io_fan.png
Drawn at 3 px/um.
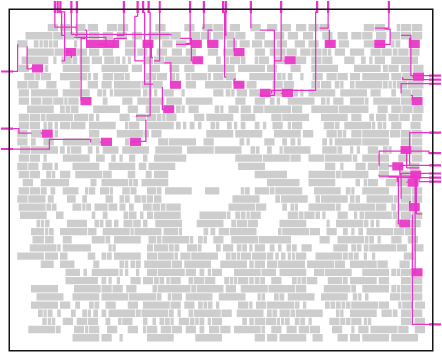
metal_density.png
Drawn at 3 px/um. 28 x 23 tiles, from dark blue (low) to red (high), scaled to the fullest tile. Values are wire area over tile area, all layers added.
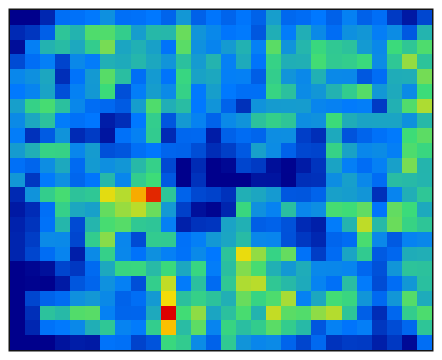
flops_by_reg.png
Drawn at 4 px/um.
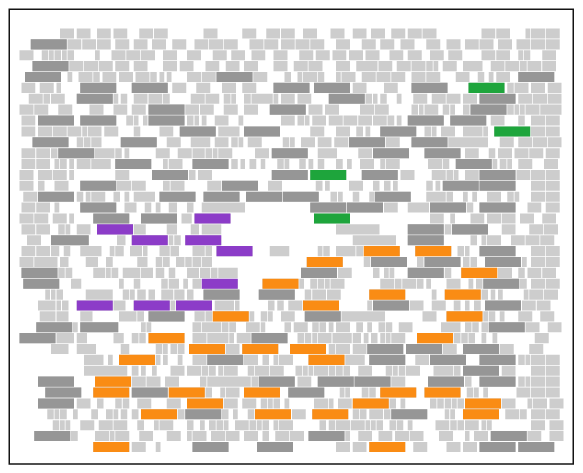
placement.png
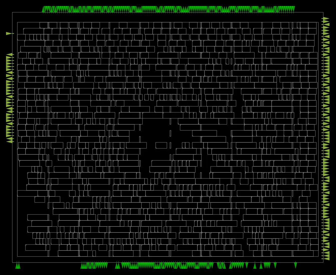
wires.png
Drawn at 3 px/um. Two of the layers only.
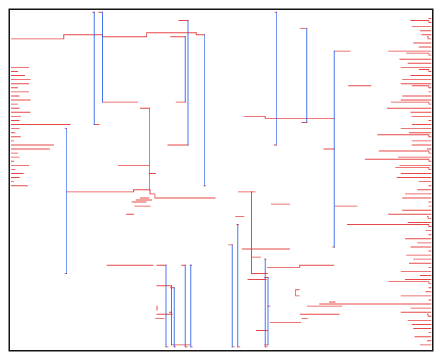
### src/rtl/apb_arb_pkg.sv
// Shared definitions for the two-master APB arbiter: FSM state codes,
// grant encodings and the timeout counter sizing helper.
package apb_arb_pkg;

  typedef logic [1:0] state_t;

  localparam state_t ST_IDLE   = 2'd0;
  localparam state_t ST_SETUP  = 2'd1;
  localparam state_t ST_ACCESS = 2'd2;
  localparam state_t ST_RESP   = 2'd3;

  localparam logic GNT_M0 = 1'b0;
  localparam logic GNT_M1 = 1'b1;

  // Width of a counter that must hold values up to limit (never below one bit).
  function automatic int unsigned cnt_width(input int unsigned limit);
    return (limit < 32'd2) ? 32'd1 : $clog2(limit + 32'd1);
  endfunction

endpackage

### src/rtl/apb_rr_pick.sv
// Two-way round-robin winner selection with the last-grant pointer.
module apb_rr_pick
  import apb_arb_pkg::*;
(
  input  logic       clk,
  input  logic       rst,
  input  logic [1:0] req,
  input  logic       gnt_en,
  output logic       winner
);

  logic last_r;
  logic winner_s;

  // A lone requester wins outright; on a tie the one not granted last wins.
  always_comb begin
    winner_s = GNT_M0;
    case (req)
      2'b01:   winner_s = GNT_M0;
      2'b10:   winner_s = GNT_M1;
      2'b11:   winner_s = ~last_r;
      default: winner_s = GNT_M0;
    endcase
  end

  // Pointer moves only when a grant is actually issued.
  always_ff @(posedge clk or posedge rst) begin
    if (rst) begin
      last_r <= GNT_M1;
    end else if (gnt_en) begin
      last_r <= winner_s;
    end
  end

  assign winner = winner_s;

endmodule

### src/rtl/apb_arbiter.sv
// Shares one APB master port between two requesters (m0 = CPU, m1 = DMA),
// replaying the winning transfer and aborting transfers that never complete.
module apb_arbiter
  import apb_arb_pkg::*;
#(
  parameter int ADDR_WIDTH = 32,
  parameter int DATA_WIDTH = 32,
  parameter int TIMEOUT    = 256
) (
  input  logic                  clk,
  input  logic                  APB_PRESET,
  input  logic [ADDR_WIDTH-1:0] m0_paddr,
  input  logic [DATA_WIDTH-1:0] m0_pdata,
  input  logic                  m0_psel,
  input  logic                  m0_penable,
  input  logic                  m0_pwrite,
  input  logic [3:0]            m0_pstb,
  output logic [DATA_WIDTH-1:0] m0_prdata,
  output logic                  m0_pready,
  output logic                  m0_perr,
  input  logic [ADDR_WIDTH-1:0] m1_paddr,
  input  logic [DATA_WIDTH-1:0] m1_pdata,
  input  logic                  m1_psel,
  input  logic                  m1_penable,
  input  logic                  m1_pwrite,
  input  logic [3:0]            m1_pstb,
  output logic [DATA_WIDTH-1:0] m1_prdata,
  output logic                  m1_pready,
  output logic                  m1_perr,
  output logic [ADDR_WIDTH-1:0] APB_paddr,
  output logic [DATA_WIDTH-1:0] APB_pdata,
  output logic                  APB_psel,
  output logic                  APB_penable,
  output logic                  APB_pwrite,
  output logic [3:0]            APB_pstb,
  input  logic [DATA_WIDTH-1:0] APB_prdata,
  input  logic                  APB_pready,
  input  logic                  APB_perr
);

  localparam int unsigned      CNT_W      = cnt_width(TIMEOUT);
  localparam logic [CNT_W-1:0] CNT_LAST   = CNT_W'(TIMEOUT - 1);
  localparam logic             TIMEOUT_EN = (TIMEOUT != 0);

  state_t           state_r;
  logic             win_r;
  logic [CNT_W-1:0] cnt_r;

  logic [1:0]            req_s;
  logic                  gnt_s;
  logic                  winner_s;
  logic                  expire_s;
  logic                  done_s;
  logic [DATA_WIDTH-1:0] resp_data_s;
  logic                  resp_err_s;
  logic                  unused_penable_s;

  // Requester penable carries no information for arbitration.
  assign unused_penable_s = m0_penable ^ m1_penable;

  assign req_s = {m1_psel, m0_psel};

  apb_rr_pick u_pick (
    .clk    (clk),
    .rst    (APB_PRESET),
    .req    (req_s),
    .gnt_en (gnt_s),
    .winner (winner_s)
  );

  // Grant, expiry and response selection; a real pready beats a same-cycle expiry.
  always_comb begin
    gnt_s       = (state_r == ST_IDLE) && (req_s != 2'b00);
    expire_s    = TIMEOUT_EN && (cnt_r == CNT_LAST);
    done_s      = (state_r == ST_ACCESS) && (APB_pready || expire_s);
    resp_data_s = '0;
    resp_err_s  = 1'b0;
    if (APB_pready) begin
      resp_data_s = APB_prdata;
      resp_err_s  = APB_perr;
    end else begin
      resp_data_s = '0;
      resp_err_s  = 1'b1;
    end
  end

  // Bus FSM: the captured transfer is driven straight from the APB output registers.
  always_ff @(posedge clk or posedge APB_PRESET) begin
    if (APB_PRESET) begin
      state_r     <= ST_IDLE;
      win_r       <= GNT_M0;
      cnt_r       <= '0;
      APB_paddr   <= '0;
      APB_pdata   <= '0;
      APB_psel    <= 1'b0;
      APB_penable <= 1'b0;
      APB_pwrite  <= 1'b0;
      APB_pstb    <= 4'h0;
    end else begin
      case (state_r)
        ST_IDLE: begin
          if (gnt_s) begin
            state_r    <= ST_SETUP;
            win_r      <= winner_s;
            cnt_r      <= '0;
            APB_paddr  <= (winner_s == GNT_M1) ? m1_paddr  : m0_paddr;
            APB_pdata  <= (winner_s == GNT_M1) ? m1_pdata  : m0_pdata;
            APB_pwrite <= (winner_s == GNT_M1) ? m1_pwrite : m0_pwrite;
            APB_pstb   <= (winner_s == GNT_M1) ? m1_pstb   : m0_pstb;
            APB_psel   <= 1'b1;
          end
        end
        ST_SETUP: begin
          state_r     <= ST_ACCESS;
          APB_penable <= 1'b1;
        end
        ST_ACCESS: begin
          if (done_s) begin
            state_r     <= ST_RESP;
            APB_psel    <= 1'b0;
            APB_penable <= 1'b0;
          end else begin
            cnt_r <= cnt_r + CNT_W'(1);
          end
        end
        ST_RESP: begin
          state_r <= ST_IDLE;
        end
        default: begin
          state_r     <= ST_IDLE;
          APB_psel    <= 1'b0;
          APB_penable <= 1'b0;
        end
      endcase
    end
  end

  // Response demux: a one-cycle pready to the winner; prdata holds between responses.
  always_ff @(posedge clk or posedge APB_PRESET) begin
    if (APB_PRESET) begin
      m0_pready <= 1'b0;
      m0_perr   <= 1'b0;
      m0_prdata <= '0;
      m1_pready <= 1'b0;
      m1_perr   <= 1'b0;
      m1_prdata <= '0;
    end else begin
      m0_pready <= 1'b0;
      m0_perr   <= 1'b0;
      m1_pready <= 1'b0;
      m1_perr   <= 1'b0;
      if (done_s && (win_r == GNT_M0)) begin
        m0_pready <= 1'b1;
        m0_perr   <= resp_err_s;
        m0_prdata <= resp_data_s;
      end
      if (done_s && (win_r == GNT_M1)) begin
        m1_pready <= 1'b1;
        m1_perr   <= resp_err_s;
        m1_prdata <= resp_data_s;
      end
    end
  end

endmodule

### config.mk
export PLATFORM = sky130hd
export DESIGN_NAME = apb_arbiter
export DESIGN_NICKNAME = d
export VERILOG_FILES = /design/src/rtl/apb_arb_pkg.sv /design/src/rtl/apb_rr_pick.sv /design/src/rtl/apb_arbiter.sv
export SDC_FILE = /design/constraint.sdc
export NUM_CORES = 1
export LEC_CHECK = 0
export CAP_MARGIN = 20
export CORE_ASPECT_RATIO = 0.8
export CORE_MARGIN = 2
export CORE_UTILIZATION = 44
export CTS_BUF_LIST = sky130_fd_sc_hd__clkbuf_8
export CTS_CLUSTER_SIZE = 24
export DETAILED_ROUTE_END_ITERATION = 8
export GPL_TIMING_DRIVEN = 0
export PLACE_DENSITY_LB_ADDON = 0.15
export RECOVER_POWER = 50
export REMOVE_ABC_BUFFERS = 1
export SLEW_MARGIN = 40
export SYNTH_ARGS = -nofsm -noshare
export SYNTH_HDL_FRONTEND = slang
export SYNTH_SLANG_ARGS = --single-unit
### constraint.sdc
create_clock -name clk -period 11.9 [get_ports clk]
set_input_delay 1.785 -clock clk [delete_from_list [all_inputs] [get_ports clk]]
set_output_delay 1.785 -clock clk [all_outputs]
set_load 0.05 [all_outputs]
==> results_dict.tcl <==
# implementation run metrics
set metrics [dict create \
    cpLargestDelayFamily "AND-OR/OR-AND gates" \
    common_cells "175 x o21ai_0, 151 x dfrtp_1, 138 x nand2_1" \
    top_cell "o21ai_0" \
    clock_skew_ns 0.00913 \
    inverters_excl_clock 7 \
    p_leak_uw 0.00449 \
    crit_slowest_cell "o21ai_0" \
    initialDrtViolationCount 337 \
    drv_cap 3 \
    drcViolationCount 0 \
    synth.avg_cell_area_um2 10.1 \
    cts_tree "yes" \
    edf_count 0 \
    grt_pass1_wl_mm 31.5 \
    logic_gates 445 \
    use_met3_pct 5.50 \
    place_area_mm2 0.0101 \
    clkTransAtPathRegs_ns 0.08 \
    topCellsByArea "dfrtp_1 57%, o21ai_0 13%, mux2i_1 11%" \
    fin_area_mm2 0.0104 \
    top_cell_area_share_pct 57.5 \
    ys_cells 652 \
    insertion_delay_ns 0.45 \
    slew_headroom_pct -113 \
    synth_flops 152 \
    portBuffers 314 \
    nNetsFinal 1141 \
    dieWidth_um 141 \
    max_freq_ghz 0.168 \
    final-clk-cell-share_pct 4.65 \
    lay_top_cells "311 x clkdlybuf4s50_1, 176 x o21ai_0, 150 x dfrtp_1" \
    highest_layer "met4" \
    comb_area_share_pct 24.5 \
    tightest_slew_ns 3.18 \
    outcome "finished, violations left" \
    detail_route.wl_per_cell_um 17.5 \
    min_period_over_period_pct 50.1 \
    min_delay_path_depth 2 \
    path_buffers 2 \
    grt_overflow 0 \
    post_cts_buffers 0 \
    use_met2_pct 44.7 \
    cts_hold_buf 0 \
    area_delta_synth_final_pct 58.8 \
    finalMaxSlewViolations 131 \
    crit_path_start "APB_pready" \
    clkbuf_count 19 \
    ys_seq_share_pct 57.9 \
    peakVddDrop_mv 0.158 \
    route.met3.wl_mm 1.15 \
    endpoint "m0_prdata[14]" \
    r2r_start "cnt_r[0]" \
    cts_max_level 4 \
    syn_area_mm2 0.00657 \
    crit_path_max_incr_delay_ns 2.12 \
    violations "capacitance limit, slew limit" \
    root_buffer "clkbuf_8" \
    lay_top_count "clkdlybuf4s50_1" \
    drtPass1Iterations 5 \
    ys_area_mm2 0.00657 \
    cp.arrival_ns 6.24 \
    crit_cells 5 \
    wirelength_met1_mm 7.91 \
    grt_pass1_vias 5949 \
    gp_congestion 0.857 \
]
Back to the opening pictures, io_fan.png:
[m0_paddr] magenta | bits: 32 | direction: input | edge: 19 top, 10 right, 3 left | end cells: 32 | buffers: 32 | wire: 871 um

Back to the opening pictures, metal_density.png:
tiles over half the peak: 11%
nearly empty tiles: 3.6%
fullest tile: 0.66
densest ninth of the die: bottom middle

Back to the opening pictures, flops_by_reg.png:
[m0_prdata] orange | placed flops: 32
[cnt_r] purple | placed flops: 9
[APB_pstb] green | placed flops: 4
Seq area share: 36.5%
Seq. pwr: 882 uW
fin util: 72.3%
Register Area: 0.00381 mm^2

Back to the opening pictures, placement.png:
Core Area: 0.0144 mm^2
Tap Cells: 184

Back to the opening pictures, wires.png:
[metal 4] blue | wire length: 672 um
[metal 3] red | wire length: 1150 um
GRT Util Overall: 25.4%
final WL: 20.3 mm
routed vias: 5967

## where the power goes
part	switching (uW)	internal, uW
combinational	1180	575
sequential	134	748
clock	191	281
## cells by family after synthesis
group	share of synthesized area (%)
and+or+nand+nor	11.0
AOI/OAI and AO/OA	15.9
buffers and inverters	3.58
adders and majority gates	0.952
DFF	57.9
muxes	10.7
## per-stage QoR
stage                     cells  worst slack, ns  hold WS (ns)  TNS [ns]  power [uW]
after floorplan             604             1.94         0.485         0        2000
after global placement     1102            -1.53         0.460    -41.67        2640
after detailed placement   1123             7.80         0.469         0        2680
after CTS                  1155             8.29         0.487         0        3150
after global routing       1155             5.55         0.506         0        3270
final                      1155             5.94         0.480         0        3110
No activity file was given, so power comes from the tool's default toggle rates.
